Fig. 1: cell density map
Scale: 1.5 px per um. 16 x 16 tiles, from dark purple (low) to yellow (high), 0 to 100% covered.
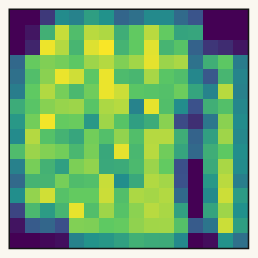
Fig. 2: the clock network
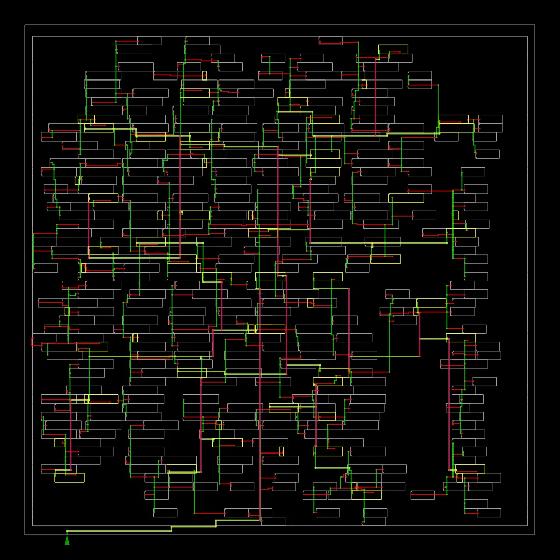
<file path="src/rtl/zbt_bank_arbiter_if.sv">
// ---------------------------------------------------------------------------
// zbt_bank_arbiter_if
//   Bundles every signal of the ZBT bank arbiter except clk/reset.
//   Groups:
//     display read port : rd_req, rd_addr, rd_ready, rd_data, rd_valid
//     pixel write port  : wr_req, wr_addr, wr_data, wr_ready, wr_drop,
//                         fifo_level
//     ZBT bank side     : zbt_addr, zbt_we, zbt_write_data, zbt_read_data
//   Modports:
//     slave  - the arbiter itself
//     master - the surrounding logic (requesters and SRAM driver)
// ---------------------------------------------------------------------------
interface zbt_bank_arbiter_if #(
   parameter int DEPTH = 4
) ();
   localparam int LVL_W = $clog2(DEPTH) + 1;

   // display read port
   logic              rd_req;
   logic [18:0]       rd_addr;
   logic              rd_ready;
   logic [35:0]       rd_data;
   logic              rd_valid;

   // pixel-processor write port
   logic              wr_req;
   logic [18:0]       wr_addr;
   logic [35:0]       wr_data;
   logic              wr_ready;
   logic              wr_drop;
   logic [LVL_W-1:0]  fifo_level;

   // ZBT bank side
   logic [18:0]       zbt_addr;
   logic              zbt_we;
   logic [35:0]       zbt_write_data;
   logic [35:0]       zbt_read_data;

   modport slave (
      input  rd_req, rd_addr, wr_req, wr_addr, wr_data, zbt_read_data,
      output rd_ready, rd_data, rd_valid, wr_ready, wr_drop, fifo_level,
             zbt_addr, zbt_we, zbt_write_data
   );

   modport master (
      output rd_req, rd_addr, wr_req, wr_addr, wr_data, zbt_read_data,
      input  rd_ready, rd_data, rd_valid, wr_ready, wr_drop, fifo_level,
             zbt_addr, zbt_we, zbt_write_data
   );
endinterface

</file>
<file path="src/rtl/zbt_bank_arbiter.sv">
// ---------------------------------------------------------------------------
// zbt_bank_arbiter
//   Shares one ZBT SRAM bank between a display read port and a pixel
//   processor write port. Reads win arbitration; writes are parked in a small
//   FIFO and drained whenever no read is granted. A read-streak limiter forces
//   a write slot after MAX_RD_STREAK consecutive reads with writes pending.
//   At most one SRAM operation is issued per clock.
//
// Parameters:
//   DEPTH         write FIFO depth (power of two, >= 2)
//   READ_LAT      SRAM cycles from zbt_addr to zbt_read_data
//   MAX_RD_STREAK reads allowed in a row while writes are waiting
//
// Ports:
//   clk    system clock
//   reset  synchronous, active-high
//   bus    zbt_bank_arbiter_if.slave:
//            rd_req/rd_addr in, rd_ready (comb) / rd_data / rd_valid out
//            wr_req/wr_addr/wr_data in, wr_ready / wr_drop / fifo_level out
//            zbt_addr / zbt_we / zbt_write_data out, zbt_read_data in
// ---------------------------------------------------------------------------
module zbt_bank_arbiter #(
   parameter int DEPTH         = 4,
   parameter int READ_LAT      = 2,
   parameter int MAX_RD_STREAK = 8
) (
   input  logic                   clk,
   input  logic                   reset,
   zbt_bank_arbiter_if.slave      bus
);
   localparam int AW = $clog2(DEPTH);
   localparam int LW = AW + 1;
   localparam int SW = $clog2(MAX_RD_STREAK + 1);
   localparam int PW = READ_LAT + 1;

   // FIFO storage (datapath, never reset: pointers define validity)
   logic [18:0]    fifo_addr_q [DEPTH];
   logic [35:0]    fifo_data_q [DEPTH];

   // control state
   logic [AW-1:0]  wptr_q, wptr_d;
   logic [AW-1:0]  rptr_q, rptr_d;
   logic [LW-1:0]  level_q, level_d;
   logic [SW-1:0]  streak_q, streak_d;
   logic           wr_ready_q, wr_ready_d;
   logic           wr_drop_q, wr_drop_d;
   logic [PW-1:0]  rd_pipe_q, rd_pipe_d;

   // registered outputs
   logic [18:0]    zbt_addr_q, zbt_addr_d;
   logic           zbt_we_q, zbt_we_d;
   logic [35:0]    zbt_wd_q, zbt_wd_d;
   logic [35:0]    rd_data_q, rd_data_d;
   logic           rd_valid_q, rd_valid_d;

   // arbitration
   logic           fifo_empty;
   logic           grant_rd;
   logic           grant_wr;
   logic           push;
   logic           pop;

   // ------------------------------------------------------------------
   // Grant decision. Reads win unless writes have waited through a full
   // streak of reads.
   // ------------------------------------------------------------------
   always_comb begin
      fifo_empty = (level_q == '0);
      grant_rd   = bus.rd_req && (fifo_empty || (streak_q < SW'(MAX_RD_STREAK)));
      grant_wr   = !grant_rd && !fifo_empty;
      // wr_ready is the registered view of level, so a same-cycle pop never
      // opens an extra push slot.
      push       = bus.wr_req && wr_ready_q;
      pop        = grant_wr;
   end

   // ------------------------------------------------------------------
   // Next-state logic
   // ------------------------------------------------------------------
   always_comb begin
      wptr_d     = push ? wptr_q + AW'(1) : wptr_q;
      rptr_d     = pop  ? rptr_q + AW'(1) : rptr_q;

      case ({push, pop})
         2'b10:   level_d = level_q + LW'(1);
         2'b01:   level_d = level_q - LW'(1);
         default: level_d = level_q;
      endcase

      wr_ready_d = (level_d < LW'(DEPTH));
      wr_drop_d  = bus.wr_req && !wr_ready_q;

      // Streak only counts reads that overtook pending writes.
      if (fifo_empty || grant_wr) begin
         streak_d = '0;
      end else if (grant_rd && (streak_q < SW'(MAX_RD_STREAK))) begin
         streak_d = streak_q + SW'(1);
      end else begin
         streak_d = streak_q;
      end

      // Idle cycles keep address/data stable to avoid needless bus toggling.
      zbt_addr_d = zbt_addr_q;
      zbt_wd_d   = zbt_wd_q;
      zbt_we_d   = 1'b0;
      if (grant_rd) begin
         zbt_addr_d = bus.rd_addr;
      end else if (grant_wr) begin
         zbt_addr_d = fifo_addr_q[rptr_q];
         zbt_wd_d   = fifo_data_q[rptr_q];
         zbt_we_d   = 1'b1;
      end

      // Bit k set means a read address has been on the bus for k+1 cycles;
      // the top bit lines up with the SRAM presenting its data.
      rd_pipe_d  = PW'({rd_pipe_q, grant_rd});
      rd_valid_d = rd_pipe_q[PW-1];
      rd_data_d  = rd_pipe_q[PW-1] ? bus.zbt_read_data : rd_data_q;
   end

   // ------------------------------------------------------------------
   // State registers
   // ------------------------------------------------------------------
   always_ff @(posedge clk) begin
      if (reset) begin
         wptr_q     <= '0;
         rptr_q     <= '0;
         level_q    <= '0;
         streak_q   <= '0;
         wr_ready_q <= 1'b1;
         wr_drop_q  <= 1'b0;
         rd_pipe_q  <= '0;
         zbt_addr_q <= '0;
         zbt_we_q   <= 1'b0;
         zbt_wd_q   <= '0;
         rd_data_q  <= '0;
         rd_valid_q <= 1'b0;
      end else begin
         wptr_q     <= wptr_d;
         rptr_q     <= rptr_d;
         level_q    <= level_d;
         streak_q   <= streak_d;
         wr_ready_q <= wr_ready_d;
         wr_drop_q  <= wr_drop_d;
         rd_pipe_q  <= rd_pipe_d;
         zbt_addr_q <= zbt_addr_d;
         zbt_we_q   <= zbt_we_d;
         zbt_wd_q   <= zbt_wd_d;
         rd_data_q  <= rd_data_d;
         rd_valid_q <= rd_valid_d;
      end
   end

   always_ff @(posedge clk) begin
      if (push) begin
         fifo_addr_q[wptr_q] <= bus.wr_addr;
         fifo_data_q[wptr_q] <= bus.wr_data;
      end
   end

   always_ff @(posedge clk) begin
      if (!reset) begin
         assert (level_q <= LW'(DEPTH));
         assert (!(push && (level_q == LW'(DEPTH))));
         assert (!(pop && fifo_empty));
      end
   end

   // ------------------------------------------------------------------
   // Outputs
   // ------------------------------------------------------------------
   assign bus.rd_ready       = grant_rd;
   assign bus.rd_data        = rd_data_q;
   assign bus.rd_valid       = rd_valid_q;
   assign bus.wr_ready       = wr_ready_q;
   assign bus.wr_drop        = wr_drop_q;
   assign bus.fifo_level     = level_q;
   assign bus.zbt_addr       = zbt_addr_q;
   assign bus.zbt_we         = zbt_we_q;
   assign bus.zbt_write_data = zbt_wd_q;

endmodule

</file>
<file path="src/flat_wrapper.sv">
// flat-port wrapper written by rule: the top's interface ports become plain ports
module zbt_bank_arbiter_flat 
#(
   parameter int DEPTH         = 4,
   parameter int READ_LAT      = 2,
   parameter int MAX_RD_STREAK = 8
)
  (clk, reset, bus_rd_req, bus_rd_addr, bus_wr_req, bus_wr_addr, bus_wr_data, bus_zbt_read_data, bus_rd_ready, bus_rd_data, bus_rd_valid, bus_wr_ready, bus_wr_drop, bus_fifo_level, bus_zbt_addr, bus_zbt_we, bus_zbt_write_data);
  zbt_bank_arbiter_if #(.DEPTH(DEPTH)) bus_i ();
  input  logic clk;
  input  logic reset;
  input wire logic [$bits(bus_i.rd_req)-1:0] bus_rd_req;
  input wire logic [$bits(bus_i.rd_addr)-1:0] bus_rd_addr;
  input wire logic [$bits(bus_i.wr_req)-1:0] bus_wr_req;
  input wire logic [$bits(bus_i.wr_addr)-1:0] bus_wr_addr;
  input wire logic [$bits(bus_i.wr_data)-1:0] bus_wr_data;
  input wire logic [$bits(bus_i.zbt_read_data)-1:0] bus_zbt_read_data;
  output wire logic [$bits(bus_i.rd_ready)-1:0] bus_rd_ready;
  output wire logic [$bits(bus_i.rd_data)-1:0] bus_rd_data;
  output wire logic [$bits(bus_i.rd_valid)-1:0] bus_rd_valid;
  output wire logic [$bits(bus_i.wr_ready)-1:0] bus_wr_ready;
  output wire logic [$bits(bus_i.wr_drop)-1:0] bus_wr_drop;
  output wire logic [$bits(bus_i.fifo_level)-1:0] bus_fifo_level;
  output wire logic [$bits(bus_i.zbt_addr)-1:0] bus_zbt_addr;
  output wire logic [$bits(bus_i.zbt_we)-1:0] bus_zbt_we;
  output wire logic [$bits(bus_i.zbt_write_data)-1:0] bus_zbt_write_data;
  assign bus_i.rd_req = bus_rd_req;
  assign bus_i.rd_addr = bus_rd_addr;
  assign bus_i.wr_req = bus_wr_req;
  assign bus_i.wr_addr = bus_wr_addr;
  assign bus_i.wr_data = bus_wr_data;
  assign bus_i.zbt_read_data = bus_zbt_read_data;
  assign bus_rd_ready = bus_i.rd_ready;
  assign bus_rd_data = bus_i.rd_data;
  assign bus_rd_valid = bus_i.rd_valid;
  assign bus_wr_ready = bus_i.wr_ready;
  assign bus_wr_drop = bus_i.wr_drop;
  assign bus_fifo_level = bus_i.fifo_level;
  assign bus_zbt_addr = bus_i.zbt_addr;
  assign bus_zbt_we = bus_i.zbt_we;
  assign bus_zbt_write_data = bus_i.zbt_write_data;
  zbt_bank_arbiter #(.DEPTH(DEPTH), .READ_LAT(READ_LAT), .MAX_RD_STREAK(MAX_RD_STREAK)) u_core (.clk(clk), .reset(reset), .bus(bus_i));
endmodule
</file>
<file path="config.mk">
export PLATFORM = sky130hd
export DESIGN_NAME = zbt_bank_arbiter_flat
export DESIGN_NICKNAME = d
export VERILOG_FILES = /design/src/rtl/zbt_bank_arbiter_if.sv /design/src/rtl/zbt_bank_arbiter.sv /design/src/flat_wrapper.sv
export SDC_FILE = /design/constraint.sdc
export NUM_CORES = 1
export LEC_CHECK = 0
export CAP_MARGIN = 40
export CORE_MARGIN = 2
export CORE_UTILIZATION = 50
export CTS_CLUSTER_SIZE = 14
export DETAILED_ROUTE_END_ITERATION = 6
export PLACE_DENSITY = 0.76
export SYNTH_ARGS = -nofsm -noshare
export SYNTH_HDL_FRONTEND = slang
export SYNTH_SLANG_ARGS = --single-unit
</file>
<file path="constraint.sdc">
create_clock -name clk -period 4.9 [get_ports clk]
set_input_delay 0.735 -clock clk [delete_from_list [all_inputs] [get_ports clk]]
set_output_delay 0.735 -clock clk [all_outputs]
set_load 0.02 [all_outputs]
</file>
==> out/metrics.cfg <==
[layout]
nets = 979
final_cell_count_no_fill = 1203
antenna_cells = 0

[run_status]
outcome = completed

[yosys]
yosysTopAreaCellShare = 0.5532
synth_chip_area_um2 = 11940
ys_cells = 629
ys.flops = 331

[setup_path]
start_kind = register
critPathKind = reg -> out

[final_timing]
hold_violations = 0

[grt]
grt_use_total = 0.1940
antenna_found_initial = 1

[power]
seqPwrFrac = 0.460

[min_path]
min_path_cells = 1
hold_class = reg -> reg

[clocking]
cts_tree = built
cts-root-buf = clkbuf_16
clkTransAtPathRegs_ns = 0.06
cts_buffers = 34
ctsResizeCount = 0

[die]
die_w_um = 158.6

[run]
warnings = 29

[place]
portBuffers = 212

## Picture notes: Fig. 1
fullest tile	99%
emptiest ninth of the die	upper right
tiles over 75% full	37%
mean over tiles	60%
core region area: 23470 um2
Finished Core Util: 0.6636
Init Core Util: 0.5088

## Picture notes: Fig. 2
Layout clock buffers: 52
Clock Power: 2500 uW
Worst Skew: 0.01639 ns
clock sink count: 331

-- sequential cells by signal, indices dropped and copies added (netlist names), 2 cells and up, named ones only --
name                       flops
u_core.rd_pipe_q               3
u_core.streak_q                4
u_core.bus.zbt_write_data     36
u_core.bus.zbt_addr           19
u_core.wptr_q                  2
u_core.bus.fifo_level          2
u_core.bus.rd_data            36
u_core.fifo_addr_q            76
u_core.fifo_data_q           144
u_core.rptr_q                  2
-- area by class of cell --
class	count	share of cell area
Clock buffer	52	0.06434
Clock inverter	10	0.006507
Inverter	5	0.001205
Multi-Input combinational cell	255	0.1836
Sequential cell	331	0.5670
Tap cell	319	0.02562
Timing Repair Buffer	231	0.1517
-- kinds of logic (layout without fill, tap and decap cells) --
logic type,after synthesis,count (layout),synth area share
AND-OR/OR-AND,67,67,0.04976
adder cells (fa/ha/maj),7,7,0.007962
XOR/XNOR,4,4,0.002934
multiplexers,92,92,0.1376
AND/OR/NAND/NOR,85,85,0.04013
buffers and inverters,43,298,0.02242
flip-flops,331,331,0.7392
-- critical path, cell delays in order (launching register included) --
cell and delay [ns]:
dfxtp_1 0.37, or3_1 0.54, a21oi_1 0.23, clkdlybuf4s50_1 0.63
-- placed cells by master (no fill, tap or decap), types with 2 or more instances in the layout --
cell               n
a21oi_1            5
a221o_1           19
a22o_1            36
and3_2             4
buf_12             6
buf_4             11
bufinv_16          2
clkbuf_1          13
clkbuf_16         37
clkbuf_8           2
clkdlybuf4s50_1  211
clkinv_1           2
clkinv_2           4
dfxtp_1          108
dfxtp_2            3
edfxtp_1         220
ha_1               6
inv_1              5
mux2i_1           37
mux4_1             9
mux4_2            46
nand2_1            2
nor2_1            45
nor2b_1            3
nor3_4             2
nor4b_1           19
o21ai_0            2
or3_1              4
xnor2_1            3
-- metal layers --
metal	up-vias	track usage	wire (um)
met5	-	0	0
met4	0	0.06778	623
met3	52	0.04164	1741
met2	251	0.3391	12400
met1	3308	0.2402	9546
li1	2989	-	-
-- stage by stage --
| step | util | cell area, um2 |
|---|---|---|
| finish | 0.6636 | 15580 |
| global route | 0.6636 | 15580 |
| CTS | 0.6636 | 15580 |
| detailed placement | 0.6166 | 14470 |
| global placement | 0.6093 | 14300 |
| floorplan | - | 11940 |
-- power groups by stage --
stage / registers [uW] / logic, uW / clock network [uW]
4_1_cts: 3560 / 1690 / 2560
5_1_grt: 3590 / 1790 / 2670
6_report: 3550 / 1670 / 2500
3_5_place_dp: 3610 / 1680 / 0
2_1_floorplan: 3720 / 902 / 0
3_3_place_gp: 3610 / 1580 / 0
-- worst paths after layout --
| path | end | start | slack [ns] |
|---|---|---|---|
| hold reg to reg | u_core.rd_pipe_q[2] | u_core.rd_pipe_q[1] | 0.43 |
| setup / recovery | bus_rd_ready | u_core.bus.fifo_level[1] | 1.89 |
| hold / removal | u_core.rd_pipe_q[2] | u_core.rd_pipe_q[1] | 0.43 |
| setup reg to reg | u_core.bus.wr_ready | u_core.bus.fifo_level[1] | 2.54 |
Power is estimated from default activity; no workload was simulated.
